===== src/rtl/fifo_ptr_pkg.sv =====
// Shared pointer helpers for the dual-clock FIFO: Gray/binary conversion and
// depth derivation, used by both the write-side and read-side flag logic.
package fifo_ptr_pkg;

    localparam int FIFO_ADDR_W  = 3;
    localparam int FIFO_DEPTH   = 1 << FIFO_ADDR_W;
    localparam int PTR_FN_W     = 32;

    // Number of RAM words addressed by an addr_w-bit address.
    function automatic int fifo_depth(input int addr_w);
        return 32'sd1 << addr_w;
    endfunction

    function automatic logic [PTR_FN_W-1:0] bin2gray(input logic [PTR_FN_W-1:0] bin);
        return bin ^ (bin >> 1);
    endfunction

    // Each binary bit is the XOR of all Gray bits at or above it.
    function automatic logic [PTR_FN_W-1:0] gray2bin(input logic [PTR_FN_W-1:0] gray);
        logic [PTR_FN_W-1:0] bin;
        logic                acc;
        bin = {PTR_FN_W{1'b0}};
        acc = 1'b0;
        for (int i = PTR_FN_W - 1; i >= 0; i--) begin
            acc    = acc ^ gray[i];
            bin[i] = acc;
        end
        return bin;
    endfunction

endpackage


===== src/rtl/gray_to_binary.sv =====
// Parameterised Gray-to-binary converter (XOR prefix from the MSB down).
module gray_to_binary #(
    parameter int width = 4
) (
    input  logic [width-1:0] gray_i,
    output logic [width-1:0] binary_o
);

    // Bit i of the binary value is the XOR-reduction of gray bits [width-1:i].
    always_comb begin
        binary_o = {width{1'b0}};
        for (int i = 0; i < width; i++) begin
            binary_o[i] = ^(gray_i >> i);
        end
    end

endmodule


===== src/rtl/write_full_ctrl.sv =====
// Write-domain pointer and flag controller for the async FIFO: binary/Gray
// write pointers, RAM write strobe, and registered full/almost-full/level/overflow.
module write_full_ctrl
    import fifo_ptr_pkg::*;
#(
    parameter int address   = 3,
    parameter int af_margin = 2
) (
    input  logic               write_clk,
    input  logic               write_rst,
    input  logic               write_inc,
    input  logic               ovf_clr,
    input  logic [address:0]   sync_read_ptr,
    output logic [address:0]   write_ptr,
    output logic [address-1:0] write_addr,
    output logic               write_en,
    output logic               write_full,
    output logic               write_almost_full,
    output logic [address:0]   write_level,
    output logic               write_overflow
);

    localparam int             DEPTH     = fifo_depth(address);
    localparam logic [address:0] AF_THRESH = (address+1)'(DEPTH - af_margin);

    logic [address:0] binary_q, binary_d;
    logic [address:0] gray_q,   gray_d;
    logic [address:0] level_q,  level_d;
    logic             full_q,   full_d;
    logic             af_q,     af_d;
    logic             ovf_q,    ovf_d;
    logic             write_en_s;
    logic [address:0] rbin_s;
    logic [address:0] full_cmp_s;

    gray_to_binary #(
        .width (address + 1)
    ) u_rptr_g2b (
        .gray_i   (sync_read_ptr),
        .binary_o (rbin_s)
    );

    // Next-state: pointer advance and flags evaluated on the post-write pointer.
    always_comb begin
        write_en_s = write_inc & ~full_q;
        binary_d   = binary_q + {{address{1'b0}}, write_en_s};
        gray_d     = (address+1)'(bin2gray(PTR_FN_W'(binary_d)));
        level_d    = binary_d - rbin_s;
        // Full when the write pointer has lapped the read pointer exactly once.
        full_cmp_s = {~sync_read_ptr[address -: 2], sync_read_ptr[address-2:0]};
        full_d     = (gray_d == full_cmp_s);
        af_d       = (level_d >= AF_THRESH);
        if (write_inc && full_q) begin
            ovf_d = 1'b1;
        end else if (ovf_clr) begin
            ovf_d = 1'b0;
        end else begin
            ovf_d = ovf_q;
        end
    end

    // State registers; write_ptr comes straight from gray_q so only one bit toggles per edge.
    always_ff @(posedge write_clk or posedge write_rst) begin
        if (write_rst) begin
            binary_q <= {(address+1){1'b0}};
            gray_q   <= {(address+1){1'b0}};
            level_q  <= {(address+1){1'b0}};
            full_q   <= 1'b0;
            af_q     <= 1'b0;
            ovf_q    <= 1'b0;
        end else begin
            binary_q <= binary_d;
            gray_q   <= gray_d;
            level_q  <= level_d;
            full_q   <= full_d;
            af_q     <= af_d;
            ovf_q    <= ovf_d;
        end
    end

    assign write_ptr         = gray_q;
    assign write_addr        = binary_q[address-1:0];
    assign write_en          = write_en_s;
    assign write_full        = full_q;
    assign write_almost_full = af_q;
    assign write_level       = level_q;
    assign write_overflow    = ovf_q;

endmodule

===== config.mk =====
export PLATFORM = sky130hd
export DESIGN_NAME = write_full_ctrl
export DESIGN_NICKNAME = d
export VERILOG_FILES = /design/src/rtl/fifo_ptr_pkg.sv /design/src/rtl/gray_to_binary.sv /design/src/rtl/write_full_ctrl.sv
export SDC_FILE = /design/constraint.sdc
export NUM_CORES = 1
export LEC_CHECK = 0
export ABC_CLOCK_PERIOD_IN_PS = 2590
export CAP_MARGIN = 5
export CORE_MARGIN = 3
export CORE_UTILIZATION = 44
export CTS_CLUSTER_SIZE = 24
export DETAILED_ROUTE_END_ITERATION = 16
export GPL_ROUTABILITY_DRIVEN = 0
export MAX_ROUTING_LAYER = met4
export PLACE_DENSITY = 0.76
export SLEW_MARGIN = 20
export SYNTH_ARGS = -nofsm -noshare
export SYNTH_HDL_FRONTEND = slang
export SYNTH_SLANG_ARGS = --single-unit

===== constraint.sdc =====
create_clock -name write_clk -period 2.59 [get_ports write_clk]
set_input_delay 0.3885 -clock write_clk [delete_from_list [all_inputs] [get_ports write_clk]]
set_output_delay 0.3885 -clock write_clk [all_outputs]
set_load 0.02 [all_outputs]

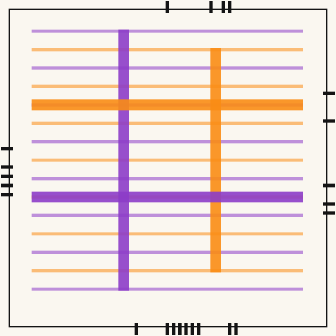
run_1/pdn.png
Pins as bars on the die edge.
legend:
  VSS:
    color: purple
  VDD:
    color: orange
met1 rails: 15
met4 straps: 2
rows: 14
signal pins: 23
Die Width: 46.6 um
peak supply drop: 0.955 mV
Die Ht: 46.6 um

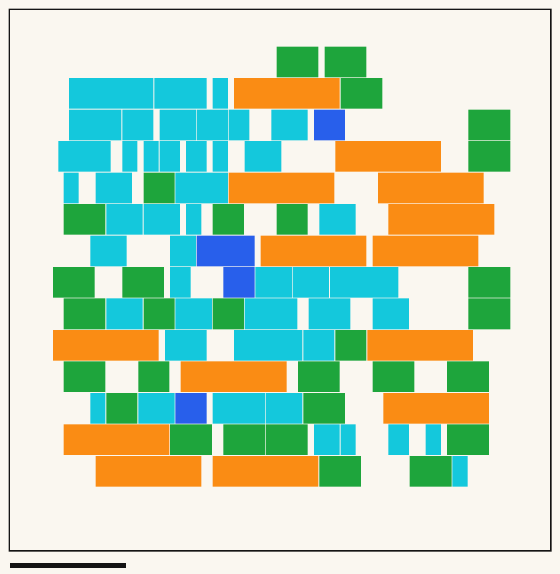
run_1/cell_classes.png
The bar under the picture is 10 um long.
legend:
  other buffers and delay cells:
    color: green
    cells: 30
    share_of_their_area: 27%
  clock drivers and dummy loads:
    color: blue
    cells: 4
    share_of_their_area: 3.5%
  flip-flops:
    color: orange
    cells: 14
    share_of_their_area: 34%
  all other logic:
    color: cyan
    cells: 46
    share_of_their_area: 36%

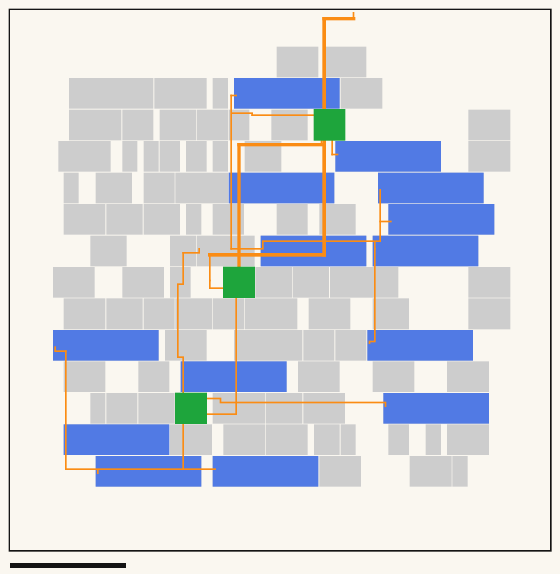
run_1/clock_map.png
The bar under the picture is 10 um long.
legend:
  flip-flops:
    color: blue
    count: 14
  clock wires:
    color: orange
    length: 193 um
  cells driving clock nets:
    color: green
    count: 3
routed clock nets: 4

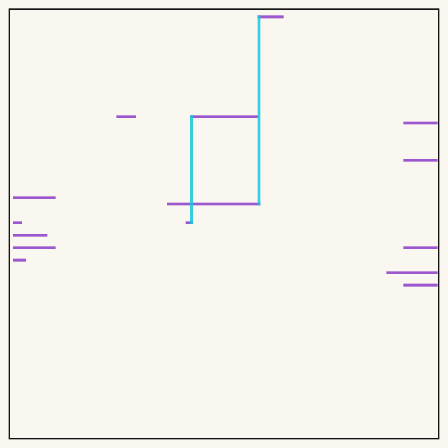
run_1/metal_stack.png
Only two layers are drawn.
legend:
  met3:
    color: purple
    wire_length: 54.7 um
  met4:
    color: cyan
    wire_length: 32.0 um

==> summary.txt, run 1 <==
This memo summarizes the results of the implementation run.

Layout
According to the cell report, the number of logic gates is 37. The biggest cell category by area in the final layout is registers. The layout report gives the multi-input gate share of total cell area as 32.2%. The flow measured a signed area growth from synthesis to layout of 46.3%. Cells fill 69.8% of the core in the end. The fraction of final cell area spent on clock buffers and inverters in this run is 3.41%.

The final layout contains 109 nets. The fraction of cell area in sequential cells is reported as 32.9%. Excluding fillers, the count of instances in the completed layout stands at 110. The non-clock inverter total of the final layout is 9.

CTS
The root buffer selected by CTS is sky130_fd_sc_hd__clkbuf_4. The worst-case clock buffer depth is 2. Counting every sink on the clock net gives 14. The H-tree level count is 1. The buffer count from post-CTS setup fixing is 0.

Critical path
Listed in order, past its start point the critical path passes clkdlybuf4s50_1, xnor2_1, xor2_1, xnor2_1, ha_1, fa_1, inv_1, a22oi_1, o211ai_2. The worst setup path is launched from a primary input. Along the worst path, the maximum fanout reaches 3.

The slowest cell on the critical path is sky130_fd_sc_hd__fa_1. The endpoint of the worst setup timing path is write_almost_full. The timing report attributes the biggest portion of critical-path delay to adder cells.

In this design, the critical path's most frequently occurring cell is sky130_fd_sc_hd__xnor2_1. Tracing the worst setup path back leads to its startpoint at sync_read_ptr[3]. The timing report notes that buffer and inverter cells on the critical path total 2.

Synthesis
The sequential fraction of the synthesis area is 48.2%. The most used standard cell by instance count after synthesis is sky130_fd_sc_hd__dfrtp_1. After synthesis, the largest area contributor takes up 48.2% of total cell area. By count the netlist is led by 14 x sky130_fd_sc_hd__dfrtp_1, 9 x sky130_fd_sc_hd__inv_1, 7 x sky130_fd_sc_hd__xnor2_1, 7 x sky130_fd_sc_hd__xor2_1, 5 x sky130_fd_sc_hd__ha_1. Synthesis inferred 14 register bits.

For this run, the number of Yosys warnings is 0. The synthesized netlist was found by Yosys to have 60 cells. Summing the areas of all xor and xnor instances in the mapped netlist gives 21.3% of the synthesized area. Of all cell types, the one taking the most synthesized area is sky130_fd_sc_hd__dfrtp_1. The chip area from the yosys synthesis statistics is 727 um2.

The number of enable-type register cells in the synthesized netlist is 0. The post-synthesis cell area is 727 um2. For this run, asynchronously set or reset flops after synthesis account for 100%.

Route
The mean number of vias per cell is 4.74. Per the detail_route report, DRC violations left total 0. The count of nets left with antenna violations once routing finished came out at 0. The uppermost layer routed is met4. Summed over all nets, wire length on met3 after detailed routing comes to 54 um.

Power
Ranked by power, first place goes to combinational cells. The power of the sequential group is 407 uW. The power report lists the combinational group at 1.16 mW. The combinational share of power is 67.4%.

The power report shows net switching accounting for 41.6% of the total.

Floorplanning
The fraction of the core area occupied by cells at floorplan is 47.7%. The chip area is 2180 um2. For reference, the placement row count at floorplan is 14. According to the I/O placement log, the pin count is 23.

The core area is 1520 um2.

Timing
The clock period could shrink to 2390 ps. The flow reports an fmax of 418 MHz. For the pin with the worst max-slew slack, the measured transition is 509 ps.

Global routing
The global routing report lists met2 layer usage as 25.0%. The peak-usage layer in the global routing report is met2.

Worst hold path
The type recorded for the worst min-delay path is primary input to async pin.

Run
The tool flagged a number of max-cap violations equal to 0.

Status
The run finished with clean final reports.

Placement
The HPWL reported at the end of detailed placement is 1110 um. Per the placement log, port buffering inserted 22 buffers.
run_1/final_clocks.png
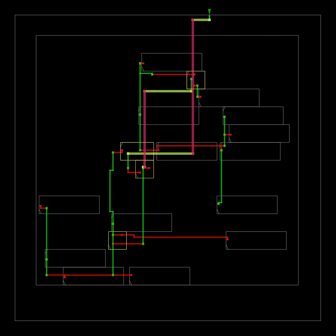

--- run 2 (diff from run 1) ---
--- a/config.mk
+++ b/config.mk
@@ -12,8 +12,10 @@
 export CTS_CLUSTER_SIZE = 24
 export DETAILED_ROUTE_END_ITERATION = 16
 export GPL_ROUTABILITY_DRIVEN = 0
+export HOLD_SLACK_MARGIN = 0.03
 export MAX_ROUTING_LAYER = met4
-export PLACE_DENSITY = 0.76
+export PLACE_DENSITY = 0.74
+export SETUP_SLACK_MARGIN = 0.2
 export SLEW_MARGIN = 20
 export SYNTH_ARGS = -nofsm -noshare
 export SYNTH_HDL_FRONTEND = slang
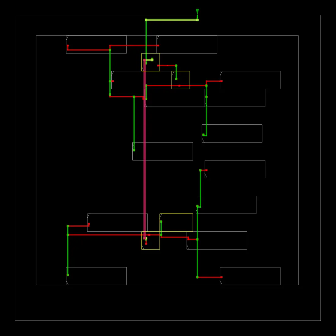
run_2/final_clocks.png
later-pin clock latency in the skew report: 280 ps
largest clock skew in the final design: 0.970 ps
FFs & Latches: 14

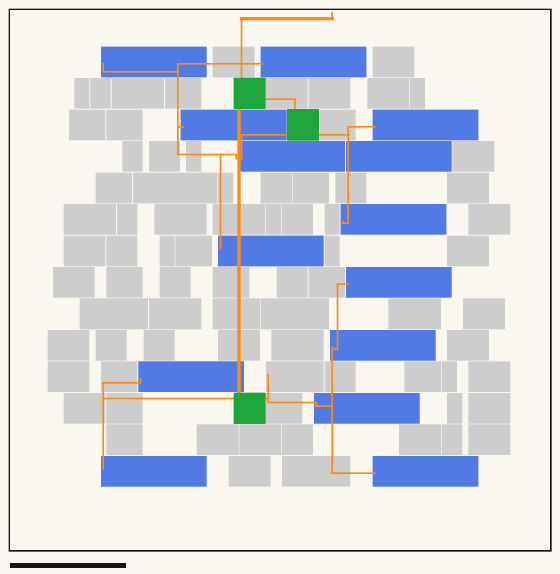
run_2/clock_map.png
The bar under the picture is 10 um long.
legend:
  flip-flops:
    color: blue
    count: 14
  cells driving clock nets:
    color: green
    count: 3
  clock wires:
    color: orange
    length: 164 um
routed clock nets: 4
Clk power: 157 uW
clock share of power: 8.9%

==> summary.txt, run 2 <==
This memo summarizes the results of the implementation run.

Status
Run status: finished clean (unchanged).

Synthesis
The total of flip-flops plus latches after synthesis is 14 (unchanged). The share of the synthesized netlist area taken by xor and xnor gates was 21.3% (unchanged). The proportion of register bits with asynchronous set or reset after synthesis is 100% (unchanged). The area share of the largest cell type after synthesis is 48.2% (unchanged).

The count of synthesis-stage warnings from yosys came to 0 (unchanged). Cells taking the most area after synthesis: sky130_fd_sc_hd__dfrtp_1 48%, sky130_fd_sc_hd__ha_1 8.6%, sky130_fd_sc_hd__xnor2_1 8.4%, sky130_fd_sc_hd__xor2_1 8.4%, sky130_fd_sc_hd__inv_1 4.6% (unchanged). The dominant cell type by area after synthesis is sky130_fd_sc_hd__dfrtp_1 (unchanged).

The total cells reported by yosys after synthesis came to 60 (unchanged). The chip area from the yosys synthesis statistics is 727 um2 (unchanged). The tally of unique sky130hd cells used after synthesis was 21 (unchanged).

The area fraction in and, or, nand and nor cells after synthesis is 4.99% (unchanged). The post-synth net total was 74 (unchanged). The number of enable-type register cells in the synthesized netlist came to 0 (unchanged). The post-synthesis cell area is 727 um2 (unchanged). The instance count of the mapped netlist is 60 (unchanged). The most used standard cell by instance count after synthesis is sky130_fd_sc_hd__dfrtp_1 (unchanged). The sequential fraction of the synthesis area is 48.2% (unchanged).

The post-synthesis share of cell area spent on and-or and or-and gates is 9.47% (unchanged). Top cells by count: 14 x sky130_fd_sc_hd__dfrtp_1, 9 x sky130_fd_sc_hd__inv_1, 7 x sky130_fd_sc_hd__xnor2_1, 7 x sky130_fd_sc_hd__xor2_1, 5 x sky130_fd_sc_hd__ha_1 (unchanged).

Route
The DRC violation count after routing was 0 (unchanged). The violation tally from detailed-route iteration zero is 6 (was 7). The uppermost layer routed is met4 (unchanged). The sum of routed wire length over all layers came to 1330 um (was 1340 um). The residual antenna-violating net count after detailed routing came to 0 (unchanged).

The wire length on met2 is 650 um (was 672 um). The wire length on met3 is 58 um (was 54 um). The mean number of vias per cell came to 4.84 (was 4.74).

Layout
The flip-flop and latch area came to 350 um2 (unchanged). The relative area of non-clock buffer cells in the final design is 26.5% (was 26.4%). The area added between synthesis and finish is 49.4% (was 46.3%).

The non-filler instance count after layout is 111 (was 110). The clock network area share is 3.34% (was 3.41%). The biggest cell category by area in the final layout is logic gates (was registers). The count of nets after finishing was 110 (was 109). The multi-input logic portion of the cell area is 32.9% (was 32.2%). The multi-input combinational cell count is 37 (unchanged). The non-clock inverter total of the final layout is 9 (unchanged). The number of signal-net buffers in the layout is 31 (was 30). The count of filler cells inserted in the layout came to 121 (was 120).

Power
The power of the sequential group is 405 uW (was 407 uW). The power drawn by the combinational cells is 1.20 mW (was 1.16 mW). The combinational share of power is 68.0% (was 67.4%). The ratio of total power to cell area was 1620 nW/um2 (about the same).

The sequential share of power is 23.0% (was 23.6%). The switching share of total power is 41.8% (was 41.6%). The total leakage power is 0.523 nW (was 0.511 nW).

The cell-internal power was 1.02 mW (was 1.01 mW). The maximum vdd drop is 0.865 mV (was 0.955 mV). The main power-consuming group is combinational cells (unchanged).

Critical path
The kind of cell adding the most delay to the critical path is adder cells (unchanged). The critical path class is primary input to flop (unchanged). The critical path arrival is 2500 ps (was 2550 ps).

The longest individual stage delay on the worst path is 520 ps (was 510 ps). The category of the worst setup path launch point is a primary input (unchanged). The endpoint of the worst setup timing path was write_almost_full (unchanged). The slowest cell on the critical path is sky130_fd_sc_hd__fa_1 (unchanged).

The maximum fanout along the worst path was 2 (was 3). The depth of the worst register-to-register path is 8 (unchanged). CP Cell Sequence: clkdlybuf4s50_1, xnor2_2, xor2_1, xnor2_1, ha_1, fa_1, inv_1, a22oi_2, o211ai_2 (was clkdlybuf4s50_1, xnor2_1, xor2_1, xnor2_1, ha_1, fa_1, inv_1, a22oi_1, o211ai_2). The number of buffers and inverters on the critical path is 2 (unchanged). The launching element of the worst setup path was sync_read_ptr[2] (was sync_read_ptr[3]).

CTS
The clock tree from TritonCTS is done (unchanged). The number of buffers created by CTS is 3 (unchanged). The TritonCTS sink count is 14 (unchanged). The buffer count from post-CTS setup fixing was 0 (unchanged). The H-tree level count is 1 (unchanged). The worst-case clock buffer depth is 2 (unchanged).

The clock slew at the register clock pins of the worst setup and hold paths came to 80 ps (about the same). The number of hold buffers added after CTS came to 0 (unchanged). The root buffer selected by CTS is sky130_fd_sc_hd__clkbuf_4 (unchanged).

Timing
The worst slew margin relative to its limit is 64.7% (was 66.0%). The hold violation count in the final report is 0 (unchanged). The slew at the pin closest to its max-slew limit is 529 ps (was 509 ps). The worst setup margin is 253 ps (was 200 ps).

The time the worst path needs with I/O delays and setup is 2340 ps (was 2390 ps). The final critical-path share of the clock period came to 90.2% (was 92.3%). The highest achievable clock rate was 428 MHz (was 418 MHz). The count of final setup violators is 0 (unchanged).

Worst hold path
The worst hold path class is primary input to async pin (unchanged).

Placement
The HPWL reported at the end of detailed placement is 1050 um (was 1110 um). The post-placement cell area was 1040 um2 (was 1030 um2). The number of buffers added on ports is 22 (unchanged).

The number of instances in the placed design came to 107 (was 106).

Floorplanning
The width of the die was 46.6 um (unchanged). The chip area was 2180 um2 (unchanged). The number of primary I/O pins is 23 (unchanged).

The fraction of the core area occupied by cells at floorplan is 47.7% (unchanged). The row count came to 14 (unchanged). The die span in y is 46.6 um (unchanged).

Global routing
The leftover overflow at the end of global routing is 0 (unchanged). The met1 demand-to-capacity share in global routing is 19.6% (was 19.7%). The global-route met2 utilization is 21.4% (was 25.0%). The global routing usage summed across all routing layers came to 14.8% (was 16.4%). The peak-usage layer in the global routing report is met2 (unchanged). The largest net degree at the start of global routing was 15 (unchanged). The global-route wire length before repair came to 2150 um (was 2370 um).

Run
The count of warning messages emitted by the tools is 26 (unchanged). The number of max-cap violations came to 0 (unchanged).
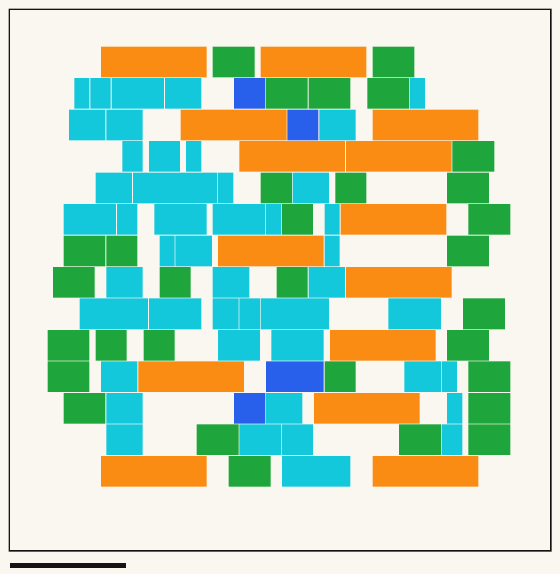
run_2/cell_classes.png
The bar under the picture is 10 um long.
legend:
  all other logic:
    color: cyan
    cells: 46
    share_of_their_area: 37%
  other buffers and delay cells:
    color: green
    cells: 31
    share_of_their_area: 27%
  flip-flops:
    color: orange
    cells: 14
    share_of_their_area: 33%
  clock drivers and dummy loads:
    color: blue
    cells: 4
    share_of_their_area: 3.4%
cell area after layout: 1090 um2
sequential share of cell area: 32.3%
post-route core utilization: 71.3%
Core Area: 1520 um2

Power figures rest on the tool's default switching activity, not on a simulated workload.
